File: src/rtl/answer_period_mp.sv
// Multi-player answer window: freezes player counters, shows a seconds countdown,
// scans the latched counts for the one closest to trueCount, reveals it, then pulses postSig.
module answer_period_mp #(
  parameter int NUM_PLAYERS = 2,
  parameter int COUNT_W     = 8,
  parameter int ANSWER_SECS = 10,
  parameter int REVEAL_SECS = 5
) (
  input  logic                           Clk100M,
  input  logic                           Rst_n,
  input  logic                           Clk1Hz,
  input  logic                           answerSig,
  input  logic [NUM_PLAYERS*COUNT_W-1:0] userCount,
  input  logic [COUNT_W-1:0]             trueCount,
  output logic                           postSig,
  output logic                           stopCount,
  output logic [3:0]                     winnerIdx,
  output logic [COUNT_W-1:0]             winnerDiff,
  output logic                           tie,
  output logic [7:0]                     answerSeg0,
  output logic [7:0]                     answerSeg1,
  output logic [7:0]                     answerSeg2,
  output logic [7:0]                     answerSeg3
);

  typedef enum logic [2:0] {S_IDLE, S_ANSWER, S_COMPARE, S_REVEAL, S_POST} state_e;

  localparam logic [3:0] LAST_PLAYER = 4'(NUM_PLAYERS - 1);
  localparam logic [7:0] REVEAL_LAST = 8'(REVEAL_SECS - 1);
  localparam logic [7:0] SEG_BLANK   = 8'hFF;
  localparam logic [7:0] SEG_DASH    = 8'hBF;

  state_e                           state_q;
  logic [NUM_PLAYERS*COUNT_W-1:0]   cnt_q;
  logic [COUNT_W-1:0]               true_q;
  logic [6:0]                       remaining_q;
  logic [7:0]                       reveal_q;
  logic [3:0]                       scan_q;
  logic [3:0]                       best_idx_q,  best_idx_d;
  logic [COUNT_W-1:0]               best_diff_q, best_diff_d;
  logic [COUNT_W-1:0]               best_cnt_q,  best_cnt_d;
  logic                             best_tie_q,  best_tie_d;
  logic [3:0]                       win_idx_q;
  logic [COUNT_W-1:0]               win_diff_q;
  logic [COUNT_W-1:0]               win_cnt_q;
  logic                             win_tie_q;
  logic                             post_q;
  logic                             stop_q;
  logic [COUNT_W-1:0]               cur_cnt;
  logic [COUNT_W-1:0]               cur_diff;

  function automatic logic [7:0] glyph(input logic [3:0] d);
    case (d)
      4'd0: return 8'hC0;
      4'd1: return 8'hF9;
      4'd2: return 8'hA4;
      4'd3: return 8'hB0;
      4'd4: return 8'h99;
      4'd5: return 8'h92;
      4'd6: return 8'h82;
      4'd7: return 8'hF8;
      4'd8: return 8'h80;
      4'd9: return 8'h90;
      default: return SEG_BLANK;
    endcase
  endfunction

  function automatic logic [3:0] dec_digit(input logic [COUNT_W-1:0] v, input int unsigned div);
    int unsigned vv;
    vv = 32'(v);
    return 4'((vv / div) % 32'd10);
  endfunction

  // One player per cycle: player 0 seeds the running best, later players only win on a strictly smaller diff
  always_comb begin
    cur_cnt     = cnt_q[int'(scan_q)*COUNT_W +: COUNT_W];
    cur_diff    = (cur_cnt >= true_q) ? (cur_cnt - true_q) : (true_q - cur_cnt);
    best_idx_d  = best_idx_q;
    best_diff_d = best_diff_q;
    best_cnt_d  = best_cnt_q;
    best_tie_d  = best_tie_q;
    if (scan_q == 4'd0 || cur_diff < best_diff_q) begin
      best_idx_d  = scan_q;
      best_diff_d = cur_diff;
      best_cnt_d  = cur_cnt;
      best_tie_d  = 1'b0;
    end else if (cur_diff == best_diff_q) begin
      best_tie_d  = 1'b1;
    end
  end

  always_ff @(posedge Clk100M or negedge Rst_n) begin
    if (!Rst_n) begin
      state_q     <= S_IDLE;
      cnt_q       <= '0;
      true_q      <= '0;
      remaining_q <= '0;
      reveal_q    <= '0;
      scan_q      <= '0;
      best_idx_q  <= '0;
      best_diff_q <= '0;
      best_cnt_q  <= '0;
      best_tie_q  <= 1'b0;
      win_idx_q   <= '0;
      win_diff_q  <= '0;
      win_cnt_q   <= '0;
      win_tie_q   <= 1'b0;
      post_q      <= 1'b0;
      stop_q      <= 1'b0;
    end else begin
      post_q <= 1'b0;
      case (state_q)
        S_IDLE: begin
          if (answerSig) begin
            cnt_q       <= userCount;
            true_q      <= trueCount;
            remaining_q <= 7'(ANSWER_SECS);
            stop_q      <= 1'b1;
            state_q     <= S_ANSWER;
          end
        end
        S_ANSWER: begin
          if (Clk1Hz) begin
            if (remaining_q > 7'd1) begin
              remaining_q <= remaining_q - 7'd1;
            end else begin
              remaining_q <= '0;
              scan_q      <= '0;
              state_q     <= S_COMPARE;
            end
          end
        end
        S_COMPARE: begin
          best_idx_q  <= best_idx_d;
          best_diff_q <= best_diff_d;
          best_cnt_q  <= best_cnt_d;
          best_tie_q  <= best_tie_d;
          if (scan_q == LAST_PLAYER) begin
            win_idx_q  <= best_idx_d;
            win_diff_q <= best_diff_d;
            win_cnt_q  <= best_cnt_d;
            win_tie_q  <= best_tie_d;
            reveal_q   <= '0;
            state_q    <= S_REVEAL;
          end else begin
            scan_q <= scan_q + 4'd1;
          end
        end
        S_REVEAL: begin
          if (Clk1Hz) begin
            if (reveal_q == REVEAL_LAST) begin
              post_q  <= 1'b1;
              state_q <= S_POST;
            end else begin
              reveal_q <= reveal_q + 8'd1;
            end
          end
        end
        S_POST: begin
          stop_q  <= 1'b0;
          state_q <= S_IDLE;
        end
        default: state_q <= S_IDLE;
      endcase
    end
  end

  // Display decode from registered state; the winner stays on screen through POST
  always_comb begin
    answerSeg3 = SEG_BLANK;
    answerSeg2 = SEG_BLANK;
    answerSeg1 = SEG_BLANK;
    answerSeg0 = SEG_BLANK;
    case (state_q)
      S_ANSWER: begin
        answerSeg3 = SEG_DASH;
        answerSeg2 = SEG_DASH;
        answerSeg1 = glyph(4'(remaining_q / 7'd10));
        answerSeg0 = glyph(4'(remaining_q % 7'd10));
      end
      S_COMPARE: begin
        answerSeg3 = SEG_DASH;
        answerSeg2 = SEG_DASH;
        answerSeg1 = SEG_DASH;
        answerSeg0 = SEG_DASH;
      end
      S_REVEAL, S_POST: begin
        answerSeg3 = glyph(win_idx_q + 4'd1) & {~win_tie_q, 7'h7F};
        answerSeg2 = glyph(dec_digit(win_cnt_q, 32'd100));
        answerSeg1 = glyph(dec_digit(win_cnt_q, 32'd10));
        answerSeg0 = glyph(dec_digit(win_cnt_q, 32'd1));
      end
      default: ;
    endcase
  end

  assign postSig    = post_q;
  assign stopCount  = stop_q;
  assign winnerIdx  = win_idx_q;
  assign winnerDiff = win_diff_q;
  assign tie        = win_tie_q;

endmodule

File: config.mk
export PLATFORM = sky130hd
export DESIGN_NAME = answer_period_mp
export DESIGN_NICKNAME = d
export VERILOG_FILES = /design/src/rtl/answer_period_mp.sv
export SDC_FILE = /design/constraint.sdc
export NUM_CORES = 1
export LEC_CHECK = 0
export ABC_AREA = 1
export ABC_CLOCK_PERIOD_IN_PS = 7350
export CORE_MARGIN = 2
export CORE_UTILIZATION = 50
export CTS_CLUSTER_DIAMETER = 40
export DETAILED_ROUTE_END_ITERATION = 8
export PLACE_DENSITY = 0.73
export SLEW_MARGIN = 20
export SYNTH_ARGS = -nofsm -noshare
export SYNTH_HDL_FRONTEND = slang
export SYNTH_SLANG_ARGS = --single-unit
export TNS_END_PERCENT = 1
File: constraint.sdc
create_clock -name Clk100M -period 7.35 [get_ports Clk100M]
set_input_delay 1.1025 -clock Clk100M [delete_from_list [all_inputs] [get_ports Clk100M]]
set_output_delay 1.1025 -clock Clk100M [all_outputs]
set_load 0.02 [all_outputs]
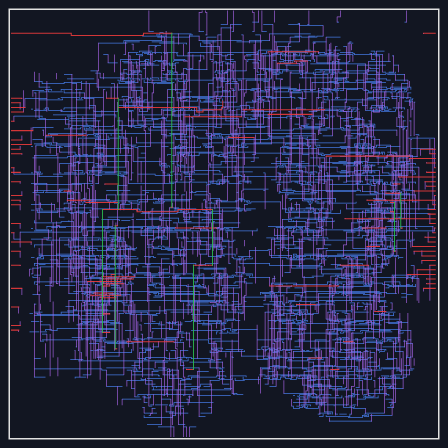
*Signal wires by layer, run 1*
- red: metal 3 (wire length 642 µm)
- purple: metal 2 (wire length 7580 µm)
- green: metal 4 (wire length 227 µm)
- blue: metal 1 (wire length 8020 µm)
aggregate global-route resource usage: 0.213
Routed WL: 16500 µm
DR WL/cell: 12.6 µm
vias: 6680

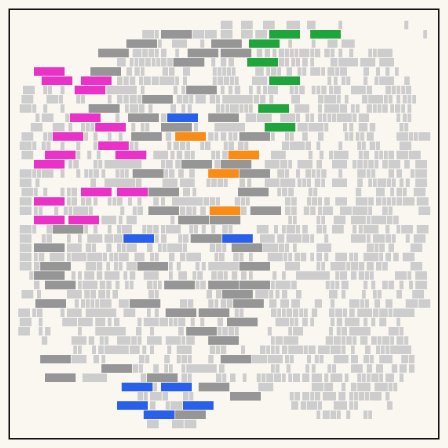
*Where the registers sit, run 1*
Other sequential cells in the stronger grey, the rest of the logic in the fainter grey.
- green: `remaining_q` (flops 7)
- orange: `best_idx_q` (flops 4)
- magenta: `cnt_q` (flops 16)
- blue: `winnerDiff` (flops 8)
final core occ: 0.589
Seq area share: 0.264

==> Slide: Implementation Results, run 1 <==
Physical Implementation Snapshot

Outcome
  • Status: complete, no violations

Global route
  • Vias in the first global route: between 6000 and 7000
  • Gr ovfl total: 0
  • Antenna violations before repair: 0
  • Pin count of the biggest net entering global routing: 89
  • First-pass GRT wire length: 28100 µm

Logic synthesis
  • Yosys cell count: 1053
  • Simple share: 0.300
  • Seq share, synth: 0.305
  • Area fraction in mux cells: 0.00441
  • Largest type area fraction: 0.305
  • Yosys warning total: 0
  • Largest area contributor in the netlist: dfrtp_1
  • Number of enable flip-flop cells: 0
  • Yosys aoi share: 0.148
  • Top cells by area: dfrtp_1 (31%), nand2_1 (14%), ha_1 (12%)
  • Leading cell types by count after synthesis: nand2_1 (277), inv_1 (143), o21ai_0 (111)
  • Most frequent cell after synthesis: nand2_1
  • Dominant comb cell: simple AND/OR/NAND/NOR gates
  • Asr flop ratio synth: 1.00
  • Netlist cell types: 53
  • Syn Std Cell Area: 0.00738 mm²
  • XOR/XNOR Fraction of Synth Area: 0.0204
  • Mapped Cells: 1053
  • Yosys adder share: 0.126
  • Yosys Chip Area: 0.00738 mm²
  • Main flop type: dfrtp_1
  • Avg Cell Area, Syn: 7.00 µm²
  • Yosys reg bits: 90

Setup path
  • Crit path from: win_cnt_q[5]$_DFFE_PN0P_
  • R2r startpoint: scan_q[0]$_DFFE_PN0P_
  • Startpoint Class: flop
  • Worst path most repeated cell: nand2_1
  • Max stage delay on crit path: 850 ps
  • Arr. time, crit path: 5620 ps
  • Setup CP Type: reg -> out
  • Worst endpoint required time: 6250 ps
  • R2R depth: 24
  • CP max-delay cell: o41ai_1
  • R2R Setup Slk: 1820 ps
  • Endpoint type of the worst setup path: output port
  • CP delay by family, top: simple AND/OR/NAND/NOR gates
  • RR Endpoint: winnerDiff[7]$_DFFE_PN0P_
  • Crit path depth: 30
  • Critical path peak fanout: 10
  • Crit path buf inv count: 7

STA
  • Fmax: 149 MHz
  • Slew headroom: 0.345
  • Worst slew pin tran: 977 ps
  • Final Cycle Share: 0.915
  • Slew Viols, Final: 0
  • Min Hold Slack: 480 ps
  • Setup ws final: 628 ps
  • Final Skew: 7.15 ps
  • RSZ-0062 raised after global routing: no
  • Final Hold Fails: 0
  • Period minus WS final: between 6000 and 7000 ps
  • Setup Total Neg Slack: 0 ps
  • # setup viols final: 0

Clocking
  • Root Driver: clkbuf_16
  • CTS H-tree lvls: 3
  • Latency at later pin: between 300 and 400 ps
  • Clock Path Buffers: 2
  • CTS tree: yes
  • Clk sinks: roughly 90
  • Post_cts resized: 0
  • Hold buffers post-CTS: 0
  • Setup Buffers After CTS: 0
  • Worst-path clk slew: 60 ps

Min path
  • Hold Path Origin: best_cnt_q[5]$_DFFE_PN0P_
  • Min-Delay Path Class: reg -> reg
  • Worst Hold End: best_cnt_q[5]$_DFFE_PN0P_
  • Hold depth: 2

Placement
  • DP HPWL: around 13000 µm
  • Post-placement cell area: 0.00822 mm²
  • RePlAce Congestion: 0.945
  • Port-buffer cells: 71
  • Placed cells: 1287
  • Setup WS pre-CTS: 996 ps

Flow run
  • Max cap viols: 0
  • Tool warnings: 66

Detailed routing
  • Met3 wire length: between 600 and 700 µm
  • Met2 Routed Length: about 7600 µm
  • DRT iter0 DRCs: 338
  • DRT met1 WL: 8020 µm
  • # DRC: 0
  • ANT nets after route: 0
  • Top Metal Used: met4
  • Pre-Repair DR Iteration Count: 5
  • Vias per cell: about 5.1

Die
  • Die X: 125 µm
  • Die ar.: 0.0157 mm²
  • Die y size: ~130 µm
  • I/O pin total: 75
  • Core area: 0.0145 mm²
  • Rows: 44
  • Fp_density: 0.509

Finish
  • Most instantiated logic cells after routing: nand2_1 (276), inv_1 (142), o21ai_0 (111)
  • ANT cells: 0
  • # nets final: 1215
  • Layout cells sized above 1: 0.0706
  • Final instance area: 0.00852 mm²
  • Area grow syn2layout: 15.6%
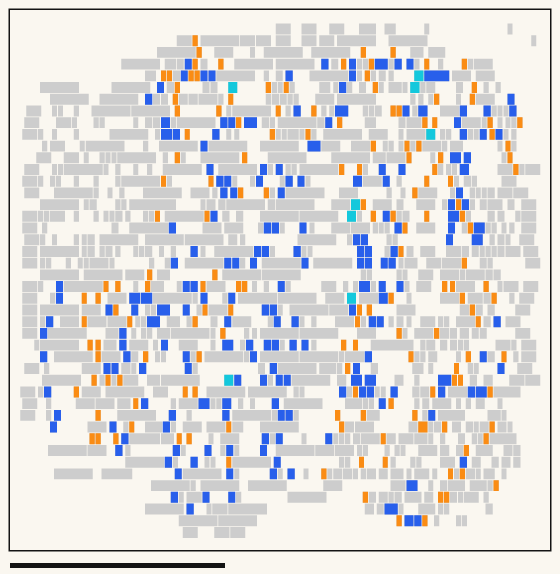
*Gate families picked out, run 1*
Scale bar: 50 µm.
- blue: aoi and oai cells (cells 193)
- cyan: and/or cells (cells 8)
- orange: inv cells (cells 157; where widely spread)
most frequent logic cell in the layout: nand2_1
logic gate fraction of the total cell area: 0.520
Finished Layout Cells: 1303

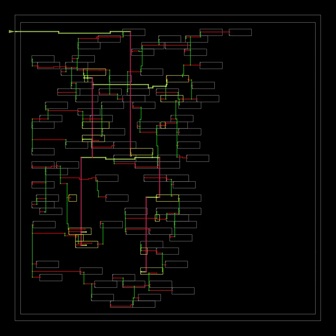
*The clock network, run 1*
clock buf count: 10
TritonCTS buffer count: 9

-- run 1: worst max-delay path by stage --
stage | end | slack (ps)
detailed placement | answerSeg1[3] | 1000
floorplan | answerSeg1[3] | 1990
finish | answerSeg1[3] | 630
CTS | answerSeg1[3] | 630
global route | answerSeg1[3] | 190
global placement | answerSeg1[3] | 1190
-- run 1: metal layers --
| layer | vias up | global-route usage |
|---|---|---|
| met5 | - | 0 |
| met4 | 0 | 0.0601 |
| met3 | 20 | 0.0240 |
| met2 | 141 | 0.346 |
| met1 | 2988 | 0.300 |
| li1 | 3531 | - |
-- run 1: flip-flops by register name, summed over array words and instances, names as in the netlist --
| signal | count |
|---|---|
| postSig | 1 |
| scan_q | 4 |
| winnerDiff | 8 |
| stopCount | 1 |
| state_q | 3 |
| best_diff_q | 8 |
| best_cnt_q | 8 |
| reveal_q | 8 |
| tie | 1 |
| best_idx_q | 4 |
| best_tie_q | 1 |
| winnerIdx | 4 |
| win_cnt_q | 8 |
| true_q | 8 |
| cnt_q | 16 |
| remaining_q | 7 |
-- run 1: logic make-up after synthesis --
family / after synthesis
AND/OR/NAND/NOR: 491
AND-OR/OR-AND: 198
buffers and inverters: 182
flip-flops: 90
adder cells (fa/ha/maj): 73
XOR/XNOR: 15
multiplexers: 3
other: 1
-- run 1: area by class of cell --
cell class,count,area [µm²]
Clock inverter,6,65.1
Fill cell,1376,5950
Clock buffer,10,229
Multi-Input combinational cell,783,4430
Inverter,157,592
Timing Repair Buffer,73,727
Sequential cell,90,2250
Tap cell,184,230
==> run 2: changes to the inputs <==
CTS_CLUSTER_SIZE = 12   (was unset)
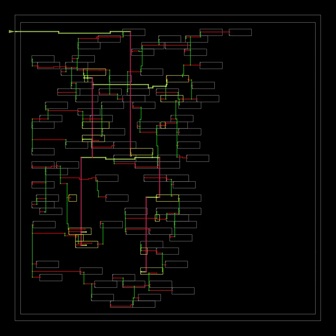
*The clock network, run 2*
clk sinks: 90
Latency at later pin: 350 ps
Final Skew: 7.15 ps

==> Slide: Implementation Results, run 2 <==
Physical Implementation Snapshot

Placement
  • DP HPWL: 12600 µm (unchanged)
  • Setup WS pre-CTS: 996 ps (unchanged)
  • Post-placement cell area: 0.00822 mm² (unchanged)
  • RePlAce Congestion: 0.945 (unchanged)

Global route
  • Gr ovfl total: 0 (unchanged)
  • Aggregate global-route resource usage: 0.213 (unchanged)
  • Antenna violations before repair: 0 (unchanged)
  • Pin count of the biggest net entering global routing: 89 (unchanged)
  • Vias in the first global route: 6117 (unchanged)
  • First-pass GRT wire length: 28100 µm (unchanged)

Setup path
  • Crit path from: win_cnt_q[5]$_DFFE_PN0P_ (unchanged)
  • R2R Setup Slk: 1820 ps (about the same)
  • Worst endpoint required time: 6250 ps (about the same)
  • R2R depth: 24 (unchanged)
  • Worst setup endpoint: answerSeg1[3] (unchanged)
  • Startpoint Class: flop (unchanged)
  • Setup CP Type: reg -> out (unchanged)
  • CP max-delay cell: o41ai_1 (unchanged)
  • RR Endpoint: winnerDiff[7]$_DFFE_PN0P_ (unchanged)
  • Critical path peak fanout: 10 (unchanged)
  • Worst path most repeated cell: nand2_1 (unchanged)
  • Max stage delay on crit path: 850 ps (about the same)
  • Arr. time, crit path: 5620 ps (about the same)
  • Endpoint type of the worst setup path: output port (unchanged)
  • R2r startpoint: scan_q[0]$_DFFE_PN0P_ (unchanged)

Clocking
  • Hold buffers post-CTS: 0 (unchanged)
  • Worst-path clk slew: 60 ps (about the same)
  • Post_cts resized: 0 (unchanged)
  • CTS tree: yes (unchanged)
  • Setup Buffers After CTS: 0 (unchanged)
  • Root Driver: clkbuf_16 (unchanged)
  • TritonCTS buffer count: 9 (unchanged)
  • CTS H-tree lvls: 3 (unchanged)
  • Clock Path Buffers: 2 (unchanged)

Detailed routing
  • # DRC: 0 (unchanged)
  • ANT nets after route: 0 (unchanged)
  • DR WL/cell: 12.6 µm (unchanged)
  • Vias per cell: 5.13 (unchanged)
  • DRT iter0 DRCs: 338 (unchanged)
  • Routed WL: 16500 µm (unchanged)
  • Vias: 6680 (unchanged)
  • Pre-Repair DR Iteration Count: 5 (unchanged)

STA
  • Period minus WS final: 6720 ps (unchanged)
  • Slew Viols, Final: 0 (unchanged)
  • Setup Total Neg Slack: 0 ps (unchanged)
  • Worst slew pin tran: 977 ps (unchanged)
  • RSZ-0062 raised after global routing: no (unchanged)
  • Setup ws final: 628 ps (unchanged)
  • Slew headroom: 0.345 (unchanged)
  • Final Cycle Share: 0.915 (unchanged)
  • Fmax: 149 MHz (unchanged)
  • Final Hold Fails: 0 (unchanged)
  • # setup viols final: 0 (unchanged)

Finish
  • Final core occ: 0.589 (unchanged)
  • Area grow syn2layout: 15.6% (unchanged)
  • Layout cells sized above 1: 0.0706 (unchanged)
  • # nets final: 1215 (unchanged)
  • Fillers: 1376 (unchanged)
  • Biggest register: cnt_q (unchanged)
  • Largest register FFs: 16 (unchanged)
  • Most instantiated logic cells after routing: nand2_1 (276), inv_1 (142), o21ai_0 (111) (unchanged)
  • Most frequent logic cell in the layout: nand2_1 (unchanged)
  • Final instance area: 0.00852 mm² (unchanged)
  • ANT cells: 0 (unchanged)

Die
  • Fp_density: 0.509 (unchanged)
  • Rows: 44 (unchanged)
  • I/O pin total: 75 (unchanged)
  • Die ar.: 0.0157 mm² (unchanged)
  • Core area: 0.0145 mm² (unchanged)

Min path
  • Worst Hold End: best_cnt_q[5]$_DFFE_PN0P_ (unchanged)
  • Hold depth: 2 (unchanged)
  • Hold Path Origin: best_cnt_q[5]$_DFFE_PN0P_ (unchanged)
  • Min-Delay Path Class: reg -> reg (unchanged)

Logic synthesis
  • Yosys Chip Area: 0.00738 mm² (unchanged)
  • Yosys cell count: 1053 (unchanged)
  • Leading cell types by count after synthesis: nand2_1 (277), inv_1 (143), o21ai_0 (111) (unchanged)
  • Yosys aoi share: 0.148 (unchanged)
  • Area fraction in mux cells: 0.00441 (unchanged)
  • Main flop type: dfrtp_1 (unchanged)
  • Top cells by area: dfrtp_1 (31%), nand2_1 (14%), ha_1 (12%) (unchanged)
  • Seq share, synth: 0.305 (unchanged)
  • Mapped Cells: 1053 (unchanged)
  • Dominant comb cell: simple AND/OR/NAND/NOR gates (unchanged)
  • Avg Cell Area, Syn: 7.00 µm² (unchanged)
  • Largest area contributor in the netlist: dfrtp_1 (unchanged)
  • Yosys adder share: 0.126 (unchanged)
  • XOR/XNOR Fraction of Synth Area: 0.0204 (unchanged)
  • Netlist cell types: 53 (unchanged)
  • Simple share: 0.300 (unchanged)
  • Number of enable flip-flop cells: 0 (unchanged)
  • Yosys warning total: 0 (unchanged)
  • Most frequent cell after synthesis: nand2_1 (unchanged)
  • Syn Std Cell Area: 0.00738 mm² (unchanged)
  • Asr flop ratio synth: 1.00 (unchanged)
  • Largest type area fraction: 0.305 (unchanged)
  • Yosys reg bits: 90 (unchanged)

Flow run
  • Tool warnings: 66 (unchanged)
  • Max cap viols: 0 (unchanged)

Outcome
  • Status: complete, no violations (unchanged)
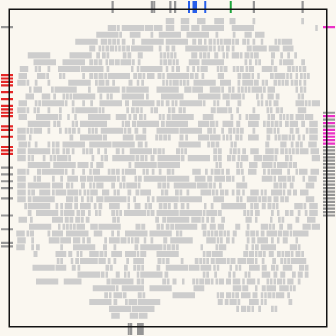
*Pin placement, run 2*
Pins as bars across the die edge, other pins in grey.
- green: `Rst_n` (pins 1; direction input; edge top)
- blue: `winnerIdx` (pins 4; direction output; edge top)
- red: `userCount` (pins 16; direction input; edge left)
- magenta: `answerSeg1` (pins 8; direction output; edge right)
Port-buffer cells: 71
die y size: 125 µm
Die X: 125 µm

-- run 2: cell counts after synthesis --
Identical to the previous run, type by type.
-- run 2: cells by family after synthesis --
family                   count (synthesis)
AND/OR/NAND/NOR                        491
XOR/XNOR                                15
other                                    1
flip-flops                              90
multiplexers                             3
buffers and inverters                  182
adder cells (fa/ha/maj)                 73
AND-OR/OR-AND                          198
-- run 2: critical path: cells and delay by family (launching register included) --
family | cells | cell delay, ps
AOI/OAI and AO/OA | 1 | 850
DFF | 1 | 520
and+or+nand+nor | 17 | 1600
buffers and inverters | 7 | 1070
adders and majority gates | 5 | 1210
-- run 2: routing by layer --
metal,track usage,routed length (µm),up-vias,share of wire
met2,0.346,7580,141,0.46
met3,0.0240,641,20,0.039
met4,0.0601,227,0,0.014
li1,-,-,3531,-
met1,0.300,8020,2988,0.49
met5,0,0,-,0
-- run 2: layout make-up --
cell class	instances	area, µm²	share of cell area
well taps	184	230	0.0270
inverters	157	592	0.0694
clock inverters	6	65.1	0.00763
clock buffers	10	229	0.0269
repair buffers	73	727	0.0853
multi-input cells	783	4430	0.520
flip-flops and latches	90	2250	0.264
-- run 2: per-stage QoR --
step | instances | hold WS (ps)
floorplan | 1055 | 444
global placement | 1287 | 462
detailed placement | 1287 | 468
CTS | 1303 | 485
global route | 1303 | 505
finish | 1303 | 480
